**src/rtl/conv_pkg.sv**
```systemverilog
`default_nettype none
// +--------------------------------------------------------------------------+
// | conv_pkg : opcodes, FSM states and accumulator sizing for conv_opctrl_seq |
// | Rev 1.0                                                                  |
// +--------------------------------------------------------------------------+
package conv_pkg;

  localparam logic [1:0] OP_NOP    = 2'b00;
  localparam logic [1:0] OP_LOAD_K = 2'b01;
  localparam logic [1:0] OP_CONV   = 2'b10;
  localparam logic [1:0] OP_CLEAR  = 2'b11;

  typedef enum logic [1:0] {
    ST_IDLE = 2'd0,
    ST_MAC  = 2'd1,
    ST_DONE = 2'd2
  } state_t;

  // Signed product width plus enough headroom for K*K accumulations.
  function automatic int acc_width(input int dw, input int k);
    return 2 * dw + 1 + $clog2(k * k);
  endfunction

endpackage
`default_nettype wire

```
**src/rtl/conv_mac.sv**
```systemverilog
`default_nettype none
// +--------------------------------------------------------------------------+
// | conv_mac : one-tap signed weight x unsigned pixel multiply-accumulate    |
// | Rev 1.0                                                                  |
// +--------------------------------------------------------------------------+
module conv_mac #(
  parameter int DATA_W = 8,
  parameter int ACC_W  = 21
) (
  input  logic              clk,
  input  logic              rst,
  input  logic              clr_i,
  input  logic              en_i,
  input  logic [DATA_W-1:0] w_i,
  input  logic [DATA_W-1:0] p_i,
  output logic [ACC_W-1:0]  acc_o
);

  localparam int PW = 2 * DATA_W + 1;

  logic [PW-1:0]    w_ext;
  logic [PW-1:0]    p_ext;
  logic [PW-1:0]    w_prod;
  logic [ACC_W-1:0] w_prod_ext;
  logic [ACC_W-1:0] acc_q;

  // Both operands widened to the full product width so the multiply is exact.
  assign w_ext      = {{(DATA_W + 1){w_i[DATA_W-1]}}, w_i};
  assign p_ext      = {{(DATA_W + 1){1'b0}}, p_i};
  assign w_prod     = $signed(w_ext) * $signed(p_ext);
  assign w_prod_ext = {{(ACC_W - PW){w_prod[PW-1]}}, w_prod};

  always_ff @(posedge clk) begin
    if (!rst) begin
      acc_q <= '0;
    end else if (clr_i) begin
      acc_q <= '0;
    end else if (en_i) begin
      acc_q <= acc_q + w_prod_ext;
    end
  end

  assign acc_o = acc_q;

endmodule
`default_nettype wire

```
**src/rtl/conv_opctrl_seq.sv**
```systemverilog
`default_nettype none
// +--------------------------------------------------------------------------+
// | conv_opctrl_seq : opcode-driven KxK convolution, sequential MAC,         |
// | valid/ready result. Optional macro CONV_RELU_EN clamps negatives to 0.   |
// | Rev 1.0                                                                  |
// +--------------------------------------------------------------------------+
module conv_opctrl_seq
  import conv_pkg::*;
#(
  parameter int DATA_W = 8,
  parameter int K      = 3,
  parameter int ACC_W  = acc_width(DATA_W, K)
) (
  input  logic                  clk,
  input  logic                  rst,
  input  logic                  select,
  input  logic [1:0]            opcode,
  input  logic [K*K*DATA_W-1:0] bus,
  output logic                  cmd_ready,
  output logic                  busy,
  output logic                  out_valid,
  input  logic                  out_ready,
  output logic [ACC_W-1:0]      result
);

  localparam int TAPS = K * K;
  localparam int TW   = (TAPS > 1) ? $clog2(TAPS) : 1;

  state_t            state_q;
  logic [TW-1:0]     tap_q;
  logic              last_q;
  logic              out_valid_q;
  logic [ACC_W-1:0]  result_q;
  logic [ACC_W-1:0]  result_d;
  logic [DATA_W-1:0] kern_q [TAPS];
  logic [DATA_W-1:0] win_q  [TAPS];
  logic [ACC_W-1:0]  w_acc;
  logic              w_accept;
  logic              w_mac_clr;
  logic              w_mac_en;

  assign w_accept  = select && (opcode != OP_NOP) && (state_q == ST_IDLE);
  assign w_mac_clr = w_accept && (opcode == OP_CONV);
  assign w_mac_en  = (state_q == ST_MAC) && !last_q;

  conv_mac #(
    .DATA_W (DATA_W),
    .ACC_W  (ACC_W)
  ) u_mac (
    .clk   (clk),
    .rst   (rst),
    .clr_i (w_mac_clr),
    .en_i  (w_mac_en),
    .w_i   (kern_q[tap_q]),
    .p_i   (win_q[tap_q]),
    .acc_o (w_acc)
  );

`ifdef CONV_RELU_EN
  assign result_d = w_acc[ACC_W-1] ? '0 : w_acc;
`else
  assign result_d = w_acc;
`endif

  // The cycle after the last tap (last_q) only moves the settled accumulator into result.
  always_ff @(posedge clk) begin
    if (!rst) begin
      state_q     <= ST_IDLE;
      tap_q       <= '0;
      last_q      <= 1'b0;
      out_valid_q <= 1'b0;
      result_q    <= '0;
      for (int i = 0; i < TAPS; i++) begin
        kern_q[i] <= '0;
        win_q[i]  <= '0;
      end
    end else begin
      case (state_q)
        ST_IDLE: begin
          if (w_accept) begin
            case (opcode)
              OP_LOAD_K: begin
                for (int i = 0; i < TAPS; i++) kern_q[i] <= bus[i*DATA_W +: DATA_W];
              end
              OP_CLEAR: begin
                for (int i = 0; i < TAPS; i++) kern_q[i] <= '0;
              end
              OP_CONV: begin
                for (int i = 0; i < TAPS; i++) win_q[i] <= bus[i*DATA_W +: DATA_W];
                tap_q   <= '0;
                last_q  <= 1'b0;
                state_q <= ST_MAC;
              end
              default: ;
            endcase
          end
        end
        ST_MAC: begin
          if (last_q) begin
            last_q      <= 1'b0;
            result_q    <= result_d;
            out_valid_q <= 1'b1;
            state_q     <= ST_DONE;
          end else if (tap_q == TW'(TAPS - 1)) begin
            last_q <= 1'b1;
          end else begin
            tap_q <= tap_q + 1'b1;
          end
        end
        ST_DONE: begin
          if (out_ready) begin
            out_valid_q <= 1'b0;
            state_q     <= ST_IDLE;
          end
        end
        default: state_q <= ST_IDLE;
      endcase
    end
  end

  assign cmd_ready = (state_q == ST_IDLE);
  assign busy      = (state_q == ST_MAC) || (state_q == ST_DONE);
  assign out_valid = out_valid_q;
  assign result    = result_q;

endmodule
`default_nettype wire

```
**config.mk**
```make
export PLATFORM = sky130hd
export DESIGN_NAME = conv_opctrl_seq
export DESIGN_NICKNAME = d
export VERILOG_FILES = /design/src/rtl/conv_pkg.sv /design/src/rtl/conv_mac.sv /design/src/rtl/conv_opctrl_seq.sv
export SDC_FILE = /design/constraint.sdc
export NUM_CORES = 1
export LEC_CHECK = 0
export ABC_CLOCK_PERIOD_IN_PS = 9700
export CORE_MARGIN = 1
export CORE_UTILIZATION = 50
export CTS_CLUSTER_DIAMETER = 40
export DETAILED_ROUTE_END_ITERATION = 16
export DONT_BUFFER_PORTS = 1
export PLACE_DENSITY = 0.74
export SLEW_MARGIN = 20
export SYNTH_ARGS = -nofsm -noshare
export SYNTH_HDL_FRONTEND = slang
export SYNTH_SLANG_ARGS = --single-unit
```
**constraint.sdc**
```tcl
create_clock -name clk -period 9.7 [get_ports clk]
set_clock_uncertainty 0.1 [all_clocks]
set_input_delay 1.94 -clock clk [delete_from_list [all_inputs] [get_ports clk]]
set_output_delay 1.94 -clock clk [all_outputs]
set_load 0.03 [all_outputs]
```
==> images/met1.png <==
The bar under the picture is 50 µm long.
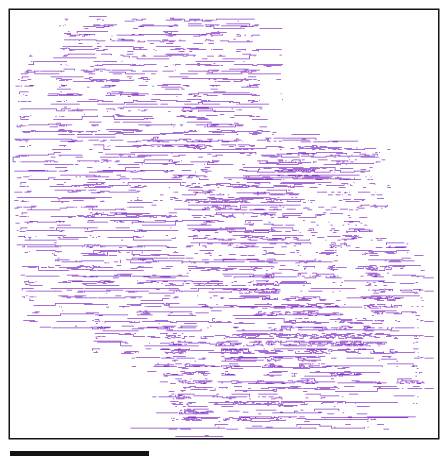
nets with wire on the layer: 1154
main direction: horizontal
share of all routed wire: 42%
longest straight run: 45.1 µm
wire length on this layer: 9920 µm
total wirelength of the detailed-routed design: 23700 µm
met1 routing resource usage after global routing: 25.8%
routed via count: 7405

==> images/met2.png <==
The bar under the picture is 50 µm long.
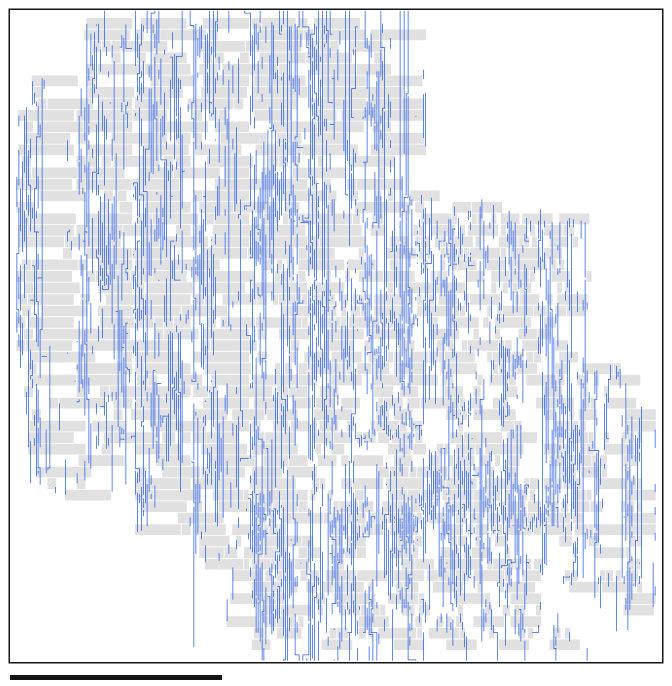
share of all routed wire: 50%
main direction: vertical
global-route track usage on met2: 35.2%

==> images/met3.png <==
The bar under the picture is 50 µm long.
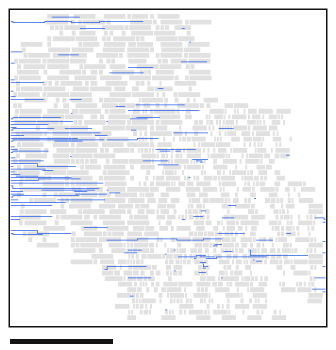
share of all routed wire: 6.1%
longest straight run: 44.9 µm
nets with wire on the layer: 100
wire length on this layer: 1440 µm
GR Layer Usage met3: 5.30%

==> registers in the layout (all words and copies together) (netlist names), named ones only <==
register     flops
kern_q          72
last_q           1
out_valid        1
result          21
state_q          2
tap_q            4
u_mac.acc_o     21
win_q           72
==> area by class of cell <==
class                      instances  area (µm²)
tap                              285         357
inverter                          77         290
timing repair buffer               9        67.6
clock inverter                    15         186
antenna                            2        5.00
clock buffer                      17         425
fill                            1878       10200
multi-input combinational        729        5710
sequential                       198        5410
==> cell families (layout without fill, tap and decap cells) <==
family,after synthesis,after routing
AND/OR/NAND/NOR,387,387
XOR/XNOR,24,24
other,0,2
adder cells (fa/ha/maj),107,107
buffers and inverters,120,118
flip-flops,198,198
AND-OR/OR-AND,160,160
multiplexers,51,51
==> run summary <==
Notes on the flow run.

- The run finished with clean final reports.
- The switching part of the total power is 29.0%, for reference.
- The row count is 55, for reference.
- The largest individual stage delay along the critical path comes from the cell sky130_fd_sc_hd__dfxtp_2.
- The async set-reset flop share out of synthesis is 0%, for reference.
- Compared with the post-synthesis result, the final layout area differs by 7.64%.
- Among all stages on the critical path, the maximum delay recorded is 810 ps.
- The number of global-route vias before repair is 7303.
- The stage logs contain a warning count of 30.
- The critical path launch point type is a flop, for reference.
- The internal power of the cells totals 1430 µW.
- In this run the worst path has a maximum fanout of 21.
- The capture point of the critical path was reported as u_mac.acc_o[20]$_SDFFE_PP0P_.
- The slew at the pin closest to its max-slew limit is 1110 ps, for reference.
- The basic-gate share of the synthesized area counting and, or, nand and nor cells is 17.0%, for reference.
- Wire segments on met2 add up to 11900 µm in the final route.
- The post-route netlist has 9.19% of its cells at a drive strength greater than 1.
- In the post-synthesis netlist, the biggest area contributors are sky130_fd_sc_hd__edfxtp_1 (37%), sky130_fd_sc_hd__dfxtp_1 (9.3%), sky130_fd_sc_hd__and2_1 (7.8%).
- The total nets after synthesis is 1232, for reference.
- The report puts the cell count of the worst reg-to-reg path at 28.
- The worst-case IR drop observed on VDD is 0.0977 mV.
- Dividing the final minimum period by the clock period gives 86.2%.
- The clock latency on the worst-skew pair is 450 ps, for reference.
- Setup slack on the worst reg-to-reg path comes out at 1340 ps.
- The post-synthesis sequential area ratio is 46.7%, for reference.
- In this run the remaining antenna-violating nets after routing total 0.
- Per the synthesis report, the adder-cell share of the synthesized area is 14.0%.
- In this run the deepest clock path goes through 2 buffers.
- The number of I/O pins is 102, for reference.
- The element type at the critical path end is a flop, for reference.
- Per the log, the first TritonRoute iteration ended with a DRC count of 548.
- The TritonCTS clock tree is done, for reference.
- For the completed layout, the total cell area is recorded as 12500 µm².
- The final-report hold violation count is 0, for reference.
- The number of H-tree levels is 4, for reference.
- Input and output buffers added on the ports amount to 0.
- The count of buffer and inverter cells on the critical path is 5, for reference.
- By instance count after routing, the leading logic cell types are sky130_fd_sc_hd__and2_1 (145), sky130_fd_sc_hd__edfxtp_1 (144), sky130_fd_sc_hd__nand2_1 (89), sky130_fd_sc_hd__nor2_1 (85).
- Per the timing report, the most critical flop-to-flop path finishes at u_mac.acc_o[20]$_SDFFE_PP0P_.
- The worst relative slew slack is 25.7%, for reference.
- The DRC violation total left in the routed layout is recorded as 0.
- Looking at the setup timing report, the critical path kind is flop to flop.
- The static leakage power is 0.00496 µW, for reference.
- Per the hold report, the tightest min-delay path originates at u_mac.acc_o[6]$_SDFFE_PP0P_.
- Note, the detailed placer reported a final HPWL of 17200 µm.
- The flow reported a cell area power density of 162 nW/µm².
- The core region is 22600 µm².
- The total routed wire length on the met1 layer is 9920 µm, for reference.
- The distinct cell type count after synthesis is 55, for reference.
- The area of the chip is 23700 µm², for reference.
- The clock transition at the registers of the reported paths is 80 ps, for reference.
- Buffers added to address setup during post-CTS repair amount to 0.
- Summed over all failing endpoints, the final setup total negative slack is 0 ps.
- Global routing used 20.8% of the available tracks.
- The initial antenna violation count came to 1.
- According to the finish report, the design has a final net count of 1217.
- The share of total power dissipated in combinational logic is 16.9%.
- The count of TritonRoute iterations in the first routing pass is 5, for reference.
- The horizontal die dimension is 154 µm, for reference.
- Once placement completed, the tool counted placed cells totaling 1298.
- The instance count along the most critical hold path is 2, for reference.
- The average wire per standard cell is 17.8 µm, for reference.
- Grouping stages by cell kind, the critical path spends the most delay in adder cells.
- The yosys stat cell total is 1047, for reference.
- The finished layout holds 1332 standard cells, fillers aside.
- The first global-routing pass estimated 37900 µm of wire.
- The cell type that accounts for the most area after synthesis is sky130_fd_sc_hd__edfxtp_1.
- The clock buffer count from CTS is 17, for reference.
- The tree built by TritonCTS fans out to 198 sinks.
- The type of the most critical hold path is flop to flop, for reference.
Power figures rest on the tool's default switching activity, not on a simulated workload.
